run_1/met1.png
Supply wires on this layer in grey.
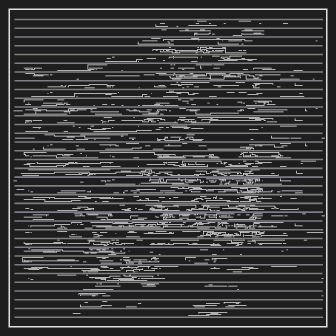
run_1/met3.png
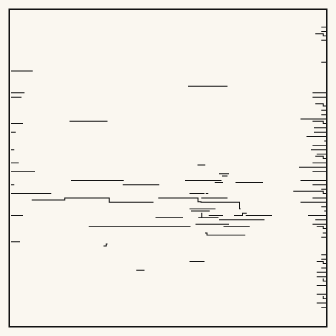
run_1/final_clocks.png
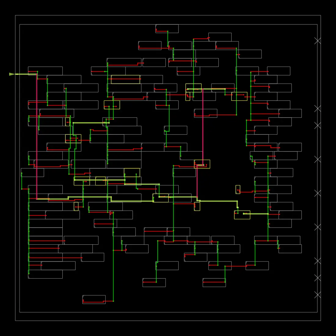
--- config.mk ---
export PLATFORM = sky130hd
export DESIGN_NAME = bus_transfer_sequencer
export DESIGN_NICKNAME = d
export VERILOG_FILES = /design/src/rtl/bus_pkg.sv /design/src/rtl/bus_req_fifo.sv /design/src/rtl/bus_transfer_sequencer.sv
export SDC_FILE = /design/constraint.sdc
export NUM_CORES = 1
export LEC_CHECK = 0
export CORE_UTILIZATION = 47
export CTS_BUF_LIST = sky130_fd_sc_hd__clkbuf_8 sky130_fd_sc_hd__clkbuf_16
export DETAILED_ROUTE_END_ITERATION = 12
export PLACE_DENSITY = 0.92
export SETUP_SLACK_MARGIN = 0.02
export SLEW_MARGIN = 20
export SYNTH_ARGS = -nofsm -noshare
export SYNTH_HDL_FRONTEND = slang
export SYNTH_SLANG_ARGS = --single-unit
export TNS_END_PERCENT = 30
--- constraint.sdc ---
create_clock -name clk -period 2.6 [get_ports clk]
set_input_delay 0.78 -clock clk [delete_from_list [all_inputs] [get_ports clk]]
set_output_delay 0.78 -clock clk [all_outputs]
set_load 0.005 [all_outputs]
--- src/rtl/bus_pkg.sv ---
// Shared definitions for the bus transfer sequencer: bus source/destination
// codes, their counts, the sequencer FSM state type and a legality helper.
package bus_pkg;

   // Source codes (bit index into out_strobe)
   localparam int unsigned SRC_R0  = 0,  SRC_R1  = 1,  SRC_R2  = 2,  SRC_R3  = 3;
   localparam int unsigned SRC_R4  = 4,  SRC_R5  = 5,  SRC_R6  = 6,  SRC_R7  = 7;
   localparam int unsigned SRC_R8  = 8,  SRC_R9  = 9,  SRC_R10 = 10, SRC_R11 = 11;
   localparam int unsigned SRC_R12 = 12, SRC_R13 = 13, SRC_R14 = 14, SRC_R15 = 15;
   localparam int unsigned SRC_LO  = 16, SRC_HI  = 17, SRC_ZLOW = 18, SRC_ZHIGH = 19;
   localparam int unsigned SRC_PC  = 20, SRC_MDR = 21, SRC_INPORT = 22, SRC_C = 23;

   // Destination codes (bit index into in_strobe)
   localparam int unsigned DST_R0  = 0,  DST_R1  = 1,  DST_R2  = 2,  DST_R3  = 3;
   localparam int unsigned DST_R4  = 4,  DST_R5  = 5,  DST_R6  = 6,  DST_R7  = 7;
   localparam int unsigned DST_R8  = 8,  DST_R9  = 9,  DST_R10 = 10, DST_R11 = 11;
   localparam int unsigned DST_R12 = 12, DST_R13 = 13, DST_R14 = 14, DST_R15 = 15;
   localparam int unsigned DST_LO  = 16, DST_HI  = 17, DST_Y   = 18, DST_Z   = 19;
   localparam int unsigned DST_PC  = 20, DST_MDR = 21, DST_MAR = 22, DST_OUTPORT = 23;
   localparam int unsigned DST_IR  = 24;

   localparam int unsigned NUM_SRC = 24;
   localparam int unsigned NUM_DST = 25;

   typedef enum logic [1:0] {
      IDLE  = 2'd0,
      DRIVE = 2'd1,
      LOAD  = 2'd2
   } seqState_e;

   // A request is legal when both codes name an existing driver/register
   function automatic logic isLegalReq(input int unsigned src, input int unsigned dst);
      return (src < NUM_SRC) && (dst < NUM_DST);
   endfunction

endpackage

--- src/rtl/bus_req_fifo.sv ---
// Synchronous request FIFO (no bypass); pointers wrap modulo DEPTH and the
// count carries one extra bit so full and empty are distinct.
module bus_req_fifo #(
   parameter int unsigned WIDTH = 10,
   parameter int unsigned DEPTH = 4
) (
   input  logic             clk,
   input  logic             clr,
   input  logic             push,
   input  logic [WIDTH-1:0] wrData,
   input  logic             pop,
   output logic [WIDTH-1:0] rdData,
   output logic             full,
   output logic             empty
);

   localparam int unsigned PTR_W = $clog2(DEPTH);
   localparam int unsigned CNT_W = PTR_W + 1;

   logic [WIDTH-1:0] mem [DEPTH];
   logic [PTR_W-1:0] wrPtr;
   logic [PTR_W-1:0] rdPtr;
   logic [CNT_W-1:0] count;
   logic             doPush;
   logic             doPop;

   assign doPush = push && !full;
   assign doPop  = pop && !empty;
   assign full   = (count == CNT_W'(DEPTH));
   assign empty  = (count == '0);
   assign rdData = mem[rdPtr];

   // Pointer and occupancy tracking
   always_ff @(posedge clk) begin
      if (!clr) begin
         wrPtr <= '0;
         rdPtr <= '0;
         count <= '0;
      end else begin
         if (doPush) wrPtr <= wrPtr + PTR_W'(1);
         if (doPop)  rdPtr <= rdPtr + PTR_W'(1);
         case ({doPush, doPop})
            2'b10:   count <= count + CNT_W'(1);
            2'b01:   count <= count - CNT_W'(1);
            default: count <= count;
         endcase
      end
   end

   // Storage; contents need no reset because the pointers gate visibility
   always_ff @(posedge clk) begin
      if (doPush) mem[wrPtr] <= wrData;
   end

endmodule

--- src/rtl/bus_transfer_sequencer.sv ---
// Bus transfer sequencer: pops queued {src,dst} moves and, for each legal
// one, produces a DRIVE cycle (source out strobe) then a LOAD cycle (source
// plus destination in strobe, done pulse). Illegal requests pulse err.
// Optional macro BUS_SNOOP_EN captures bus_in on every LOAD into snoop_data.
module bus_transfer_sequencer
   import bus_pkg::*;
#(
   parameter int unsigned wordSize = 32,
   parameter int unsigned DEPTH    = 4,
   parameter int unsigned SEL_W    = 5
) (
   input  logic                clk,
   input  logic                clr,
   input  logic                req_valid,
   output logic                req_ready,
   input  logic [SEL_W-1:0]    req_src,
   input  logic [SEL_W-1:0]    req_dst,
   output logic [NUM_SRC-1:0]  out_strobe,
   output logic [NUM_DST-1:0]  in_strobe,
   input  logic [wordSize-1:0] bus_in,
   output logic                busy,
   output logic                done,
   output logic                err,
   output logic [wordSize-1:0] snoop_data
);

   localparam int unsigned REQ_W = 2 * SEL_W;

   seqState_e          state;
   seqState_e          stateNext;
   logic [SEL_W-1:0]   curSrc;
   logic [SEL_W-1:0]   curDst;
   logic [SEL_W-1:0]   srcNext;
   logic [SEL_W-1:0]   dstNext;
   logic [REQ_W-1:0]   headReq;
   logic [SEL_W-1:0]   headSrc;
   logic [SEL_W-1:0]   headDst;
   logic               headLegal;
   logic               fifoFull;
   logic               fifoEmpty;
   logic               push;
   logic               pop;
   logic [NUM_SRC-1:0] outNext;
   logic [NUM_DST-1:0] inNext;
   logic               doneNext;
   logic               errNext;

   assign push      = req_valid && req_ready;
   assign req_ready = !fifoFull;
   assign busy      = (state != IDLE) || !fifoEmpty;
   assign headSrc   = headReq[REQ_W-1:SEL_W];
   assign headDst   = headReq[SEL_W-1:0];
   assign headLegal = isLegalReq(32'(headSrc), 32'(headDst));

   bus_req_fifo #(
      .WIDTH (REQ_W),
      .DEPTH (DEPTH)
   ) reqFifo (
      .clk    (clk),
      .clr    (clr),
      .push   (push),
      .wrData ({req_src, req_dst}),
      .pop    (pop),
      .rdData (headReq),
      .full   (fifoFull),
      .empty  (fifoEmpty)
   );

   // Next state, pop decision and next strobe values
   always_comb begin
      stateNext = state;
      srcNext   = curSrc;
      dstNext   = curDst;
      pop       = 1'b0;
      outNext   = '0;
      inNext    = '0;
      doneNext  = 1'b0;
      errNext   = 1'b0;
      case (state)
         IDLE, LOAD: begin
            stateNext = IDLE;
            if (!fifoEmpty) begin
               pop = 1'b1;
               if (headLegal) begin
                  stateNext = DRIVE;
                  srcNext   = headSrc;
                  dstNext   = headDst;
                  outNext   = NUM_SRC'(1) << headSrc;
               end else begin
                  errNext = 1'b1;
               end
            end
         end
         DRIVE: begin
            stateNext = LOAD;
            outNext   = NUM_SRC'(1) << curSrc;
            inNext    = NUM_DST'(1) << curDst;
            doneNext  = 1'b1;
         end
         default: stateNext = IDLE;
      endcase
   end

   // State and registered strobe outputs
   always_ff @(posedge clk) begin
      if (!clr) begin
         state      <= IDLE;
         curSrc     <= '0;
         curDst     <= '0;
         out_strobe <= '0;
         in_strobe  <= '0;
         done       <= 1'b0;
         err        <= 1'b0;
      end else begin
         state      <= stateNext;
         curSrc     <= srcNext;
         curDst     <= dstNext;
         out_strobe <= outNext;
         in_strobe  <= inNext;
         done       <= doneNext;
         err        <= errNext;
      end
   end

`ifdef BUS_SNOOP_EN
   // Capture the bus on the edge that ends LOAD, alongside the destination
   always_ff @(posedge clk) begin
      if (!clr) begin
         snoop_data <= '0;
      end else if (state == LOAD) begin
         snoop_data <= bus_in;
      end
   end
`else
   logic unusedBusIn;
   assign unusedBusIn = ^bus_in;
   assign snoop_data  = '0;
`endif

endmodule

==> results_slide.txt, run 1 <==
Key Metrics from the Run

Logic synthesis
  • Yosys warning tally: 0
  • Synthesized area per cell: 12.1 um2
  • Adders+Majority by Area: between 1.5 and 2%
  • Unique cell types: around 43
  • Largest area contributor in the netlist: dfxtp_1
  • Commonest flop: dfxtp_1
  • Synthesis area per yosys: 4340 um2
  • Syn Inst Count: approximately 360
  • Register share after synthesis: ~61%
  • Yosys Instances: between 300 and 400
  • Synth top cells by count: dfxtp_1 (72), edfxtp_1 (40), nand2_1 (37)
  • Mux frac, synth: 7.29%
  • Number of enable flip-flop cells: 40
  • Ys flops: 112
  • Largest type area fraction: between 30% and 40%
  • Basic Gates by Area: 14.3%
  • XOR Share, Synth: just over 1%
  • Asr flop ratio synth: 0%
  • Ao+oa area frac: 6.22%
  • Dominant comb cell: simple AND/OR/NAND/NOR gates
  • Mapped Area: 4340 um2
  • Most frequent cell after synthesis: dfxtp_1

Outcome
  • Status: finished, violations left
  • Failing checks: design-rule violations

Setup path
  • Crit path DAT: between 1.5 and 2 ns
  • Critical Path End: req_ready
  • Critical path class: reg -> out
  • Crit end category: output pin
  • Worst Setup SP: reqFifo.count[0]$_SDFFE_PN0P_
  • Critical Path RT: 1.82 ns
  • Reg2Reg Depth: 4
  • Crit start category: flip-flop
  • RR Endpoint: out_strobe[1]$_SDFF_PN0_

Cells and area
  • Final Net Count: 479
  • Flip-flops: 112
  • Area Growth Syn to Fin: 19.4%
  • Top Layout Cells: dfxtp_1 (72), clkdlybuf4s50_1 (65), edfxtp_1 (40), nand2_1 (37), nor2_1 (33)
  • Comb gates: ~220
  • Buffers excl. clock: 76
  • Register area: 2640 um2
  • Seq area share: between 50% and 60%
  • Fin area: 5190 um2
  • Comb/total area: 28.1%
  • Inverters: 11
  • Final Non-Filler Cells: 541
  • Count of clock buffers in the final design: 10
  • Logic cell area: about 1500 um2
  • Util after Layout: 58.6%

Placement
  • Placed instance area: 5010 um2
  • IO Port Bufs: 65
  • Global placer's final weighted congestion: a little over 0.8
  • Dpl ws: -0.108 ns
  • DP HPWL: 5920 um

Detailed routing
  • Detailed Routing Iterations Pass 1: 13
  • Via density: 5.18
  • Max Used Layer: met4
  • Iteration-0 DRC Markers: 239
  • Wire length on met3: a little under 500 um
  • DRT met1 WL: 3310 um
  • Post-route DRC: 9
  • Vias: about 2800

Timing
  • Total negative slack: 0 ns
  • Min cycle time layout: 2.44 ns
  • Rel. slew slack: 60.3%
  • Clock skew: 0.0104 ns

Global route
  • Met2 GRT Util: 32.7%
  • Global route overflow: 0
  • Largest net degree at the start of global routing: 18
  • M1 GR Usage: between 20% and 30%
  • First-pass GRT wire length: 13400 um

Clock tree
  • TritonCTS buffer count: 9
  • Setup Buffers After CTS: 0
  • Clk sinks: 112
  • CTS resizes: 0
  • Hold buffers post-CTS: 0
  • CTS tree: yes
  • Htree depth: 3
  • Bufs on Longest Clock Path: 2

Hold path
  • Hold Path Depth: 2
  • Hold crit path type: reg -> reg

Floorplanning
  • Core region area: just under 9000 um2
  • # IOs: 130
  • Die area: 9630 um2
  • Die height: 98.1 um
  • Die Wd: 98.1 um
  • FP Rows: 34
  • N_taps: 108
  • Fp util: 49.1%

Power and ir drop
  • PwrDens: 902 nW/um2
  • Clock share of power: 19.9%
  • Logic pwr share: about a third
  • Sw frac: 33.5%
  • Leakage power: 1.95 nW
  • NetSw: 1.57 mW
  • Flop pwr share: 48.1%

Run
  • Max_cap viols: 0
Back to the opening pictures, met1.png:
The longest straight run is 25.3 um. The layer holds 40% of the routed length.

Back to the opening pictures, met3.png:
The longest straight run is 31.3 um. The wires run mostly horizontal. The layer holds 5.9% of the routed length. The layer carries 489 um of wire. 80 nets have wire on it.

Back to the opening pictures, final_clocks.png:
worst-skew pair later-pin latency: 0.36 ns
Clk power: 933 uW

## run 1: sequential cells by signal, summed over array words and instances, names as in the netlist, named ones only
name / cells
reqFifo.wrPtr: 2
out_strobe: 24
curSrc: 5
state: 2
reqFifo.count: 3
done: 1
reqFifo.mem: 40
in_strobe: 25
reqFifo.rdPtr: 2
curDst: 5
err: 1
## run 1: power by group through the flow
stage               registers (mW)  logic, mW  clock network (mW)
floorplan                     2.16       1.21                   0
global placement              2.27       1.40                   0
detailed placement            2.29       1.48                   0
CTS                           2.25       1.49               0.954
global route                  2.28       1.63                1.03
finish                        2.25       1.50               0.933
## run 1: critical path, stage by stage, from the launching register on
cell	delay [ns]
dfxtp_1	0.35
or3b_1	0.47
clkdlybuf4s50_1	0.48
==> run 2, diff against run 1 <==
- PLACE_DENSITY: 0.92 -> default
- PLACE_DENSITY_LB_ADDON: default -> 0.15
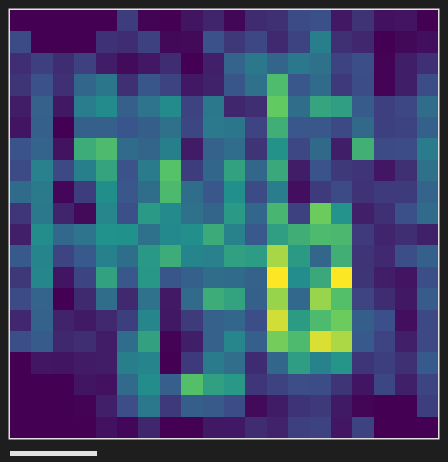
run_2/wire_density.png
The bar under the picture is 20 um long. The die is cut into 20 by 20 equal tiles; dark purple is low, yellow is high, scaled to the fullest tile. Values are wire area over tile area, all layers added.
The emptiest ninth of the die: bottom left. The mean over all tiles is 0.12. 14% of the tiles are over half the peak. 11% of the tiles are nearly empty. The densest ninth of the die: middle. The fullest tile reaches 0.46.

==> run 2 against run 1 <==
Against the previous run:
- the flow still finishes with violations (design-rule violations)
- synthesized cell count is the same
- final cell count up 0.92%
- critical path depth is the same
- core utilization is 0.98 points higher
- clock power rose by about 20%
- maximum frequency up 1.3%
- area after synthesis unchanged
- critical endpoint unchanged
- final area rose by 1.7%
- global-route usage shrank 1.4 points
- worst setup slack better by 0.032 ns
- first-iteration DRC count fell by 64%
==> results_slide.txt, run 2 <==
Key Metrics from the Run

Cells and area
  • Util after Layout: just under 60%
  • Inverters: 11
  • Register area: 2640 um2
  • Logic cell area: 1460 um2
  • Count of clock buffers in the final design: 9
  • Top Layout Cells: dfxtp_1 (72), clkdlybuf4s50_1 (65), edfxtp_1 (40), nand2_1 (37), nor2_1 (33)
  • Largest Register: reqFifo.mem
  • Flip-flops: 112
  • Fin area: 5270 um2
  • Final Net Count: ~480
  • Largest registers: reqFifo.mem (40), in_strobe (25), out_strobe (24)
  • Comb gates: 218
  • Comb/total area: 27.7%

Timing
  • Rel. slew slack: 60.4%
  • Min cycle time layout: 2.41 ns
  • Clock skew: around 0.016 ns
  • Total negative slack: 0 ns

Placement
  • Dpl ws: -0.122 ns
  • IO Port Bufs: between 60 and 70
  • DP HPWL: 5330 um
  • Placed instance area: 5050 um2

Logic synthesis
  • Mapped Area: approximately 4300 um2
  • Number of enable flip-flop cells: around 40
  • Synth top cells by count: dfxtp_1 (72), edfxtp_1 (40), nand2_1 (37)
  • Yosys Instances: about 360
  • Largest area contributor in the netlist: dfxtp_1
  • Largest type area fraction: 33.2%
  • Syn Inst Count: between 300 and 400
  • Most frequent cell after synthesis: dfxtp_1
  • Synthesized area per cell: 12.1 um2
  • Ys flops: 112

Hold path
  • Hold Path Depth: 2
  • Hold crit path type: reg -> reg

Floorplanning
  • Die height: 98.1 um
  • Die Wd: 98.1 um
  • # IOs: 130
  • FP Rows: 34

Clock tree
  • Bufs on Longest Clock Path: 2
  • Hold buffers post-CTS: 0
  • Worst-skew pair later-pin latency: 0.38 ns
  • Htree depth: 3
  • CTS tree: yes
  • TritonCTS buffer count: 9

Detailed routing
  • Post-route DRC: 5
  • DRT met1 WL: 3440 um
  • Via density: 4.95
  • Wire length on met3: 317 um
  • Max Used Layer: met4
  • Vias: 2701
  • Detailed Routing Iterations Pass 1: 11

Setup path
  • Reg2Reg Depth: 9
  • Critical path class: reg -> out
  • Crit start category: flip-flop
  • Largest stage delay, worst path: 0.46 ns
  • Crit end category: output pin
  • RR Endpoint: reqFifo.count[2]$_SDFFE_PN0P_
  • Worst Setup SP: reqFifo.count[0]$_SDFFE_PN0P_
  • Critical Path End: req_ready
  • Critical Path RT: 1.82 ns

Power and ir drop
  • Comb power: 1.48 mW
  • Sw frac: around 34%
  • Leakage power: 1.98 nW
  • Logic pwr share: 30.7%
  • Clk power: 1.10 mW
  • Top Consumer: registers
  • PwrDens: 917 nW/um2
  • Seq pwr: 2.25 mW
  • Flop pwr share: between 40 and 50%

Outcome
  • Status: finished, violations left
  • Failing checks: design-rule violations

Global route
  • Met2 GRT Util: a little over a quarter
  • Global route overflow: 0
  • Largest net degree at the start of global routing: 22
  • M1 GR Usage: 21.7%

Run
  • Max_cap viols: 0
[run 2: cell types whose count changed in the layout (fill, tap and decap cells not counted), sizes merged]
| cell | change |
|---|---|
| buf | +5 |
| clkinv | +1 |
| inv | -1 |
| bufinv | +1 |
| clkbuf | -1 |
[run 2: cells by family (layout without fill, tap and decap cells)]
group	Yosys count	after routing	share of synthesized area, %
simple gates	123	123	14.3
flops	112	112	60.8
buf+inv	59	108	8.32
compound gates	34	34	6.22
mux	18	18	7.29
fa+ha+maj	6	6	1.90
xor+xnor	5	5	1.01
other cells	1	32	0.0863
[run 2: critical path: cells and delay by family, from the launching register on]
kind                   cells  cell delay [ns]
AND/OR/NAND/NOR            1             0.44
buffers and inverters      1             0.46
flip-flops                 1             0.36
==> run 3, diff against run 2 <==
- CAP_MARGIN: default -> 20
- REMOVE_ABC_BUFFERS: default -> 1
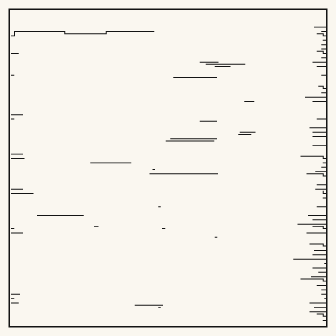
run_3/met3.png
The layer carries 397 um of wire. The layer holds 5.4% of the routed length. 80 nets have wire on it.

==> run 3 against run 2 <==
Against the previous run:
- the run still ends with design-rule violations left
- sequential cell count did not move
- core utilization fell by 0.071 points
- sequential share of layout area rose by 0.060 points
- via count rose by 0.89%
- critical path type unchanged
- critical endpoint is now busy
- largest cell class unchanged
- highest routed layer unchanged
==> results_slide.txt, run 3 <==
Key Metrics from the Run

Logic synthesis
  • Ys flops: around 110
  • Most frequent cell after synthesis: dfxtp_1
  • Number of enable flip-flop cells: 40
  • Commonest flop: dfxtp_1
  • Mux frac, synth: 7.29%
  • Asr flop ratio synth: 0%
  • Register share after synthesis: between 60% and 70%
  • Ao+oa area frac: ~6.2%
  • Synthesis area per yosys: 4340 um2
  • Adders+Majority by Area: 1.90%
  • Synthesized area per cell: about 12 um2
  • Syn Inst Count: 358
  • Largest type area fraction: between 30% and 40%
  • Mapped Area: 4340 um2
  • Yosys warning tally: 0
  • Basic Gates by Area: about 14%
  • Yosys Instances: about 360
  • Synth top cells by count: dfxtp_1 (72), edfxtp_1 (40), nand2_1 (37)
  • XOR Share, Synth: 1.01%

Clock tree
  • Clk sinks: 112
  • Bufs on Longest Clock Path: 2
  • Worst-skew pair later-pin latency: 0.36 ns
  • TritonCTS buffer count: 9
  • CTS resizes: 0
  • Htree depth: 3
  • Hold buffers post-CTS: 0
  • CTS tree: yes
  • Setup Buffers After CTS: 0

Floorplanning
  • Core region area: 8850 um2
  • Die Wd: 98.1 um
  • Fp util: 49.1%
  • FP Rows: 34
  • N_taps: 108
  • # IOs: roughly 130
  • Die height: a little under 100 um

Outcome
  • Failing checks: design-rule violations
  • Status: finished, violations left

Cells and area
  • Flip-flops: 112
  • Area Growth Syn to Fin: 21.2%
  • Logic cell area: approximately 1500 um2
  • Clk tree area frac: ~4.3%
  • Comb gates: 218
  • Most frequent logic cell in the layout: dfxtp_1
  • Buffers excl. clock: approximately 80
  • Count of clock buffers in the final design: 10
  • Max reg flops: roughly 40
  • Final Non-Filler Cells: roughly 550
  • Top Layout Cells: dfxtp_1 (72), clkdlybuf4s50_1 (65), edfxtp_1 (40), nand2_1 (37), nor2_1 (33)
  • Register area: 2640 um2
  • Fin area: 5270 um2
  • Largest registers: reqFifo.mem (40), in_strobe (25), out_strobe (24)
  • Comb/total area: 27.7%
  • Inverters: 11
  • Seq area share: 50.2%
  • Util after Layout: 59.5%
  • Largest Register: reqFifo.mem

Detailed routing
  • Via density: 5.00
  • Detailed Routing Iterations Pass 1: 10
  • Post-route DRC: 10
  • Iteration-0 DRC Markers: 85
  • Vias: 2725

Power and ir drop
  • Flop pwr share: 46.2%
  • Comb power: 1.49 mW
  • PwrDens: approximately 920 nW/um2
  • Sw frac: between 30 and 40%
  • Top Consumer: registers
  • Leakage power: around 2.0 nW
  • NetSw: 1.59 mW
  • Clk power: 1.12 mW
  • Logic pwr share: 30.7%

Setup path
  • Reg2Reg Depth: 9
  • CP cell instances: nor3_1, nand2_1, clkdlybuf4s50_1
  • Critical path class: reg -> out
  • Largest stage delay, worst path: 0.47 ns
  • Crit start category: flip-flop
  • Crit path DAT: 1.69 ns
  • Worst path depth: 3
  • Crit-path max FO: 4
  • Critical Path RT: between 1.5 and 2 ns
  • Delay-heaviest family, CP: simple AND/OR/NAND/NOR gates
  • R2R Setup Slk: 0.22 ns
  • Worst Setup SP: reqFifo.count[0]$_SDFFE_PN0P_
  • RR Endpoint: reqFifo.count[2]$_SDFFE_PN0P_
  • Crit end category: output pin
  • CP max stage cell: clkdlybuf4s50_1

Placement
  • Placed instance area: 5040 um2
  • Global placer's final weighted congestion: approximately 0.82
  • Dpl ws: -0.133 ns
  • IO Port Bufs: 65
  • DP HPWL: 5270 um

Timing
  • Total negative slack: 0 ns
  • Clock skew: ~0.017 ns
  • Min cycle time layout: 2.47 ns

Global route
  • Largest net degree at the start of global routing: 21
  • Global route overflow: 0
  • First-pass GRT wire length: 12200 um

Hold path
  • Hold crit path type: reg -> reg
  • Hold Path Depth: 2

Run
  • Max_cap viols: 0
[run 3: kinds of logic after synthesis]
kind of cell             Yosys count
AND-OR/OR-AND                     34
AND/OR/NAND/NOR                  123
adder cells (fa/ha/maj)            6
flip-flops                       112
XOR/XNOR                           5
other                              1
buffers and inverters             59
multiplexers                      18
[run 3: per-layer routing]
metal	track usage (%)	vias to the layer above	share of wire (%)
met1	21.2	1270	46
met4	8.50	0	1.9
li1	-	1341	-
met5	0	-	0
met3	3.15	10	5.4
met2	25.5	104	46
[run 3: worst max-delay path by stage]
stage	to	slack, ns
detailed placement	reqFifo.count[2]$_SDFFE_PN0P_	-0.13
floorplan	curDst[0]$_SDFFE_PN0P_	0.09
CTS	busy	0.13
global placement	reqFifo.count[2]$_SDFFE_PN0P_	-0.09
global route	busy	0.02
finish	busy	0.13
Power and IR drop assume default switching activity.
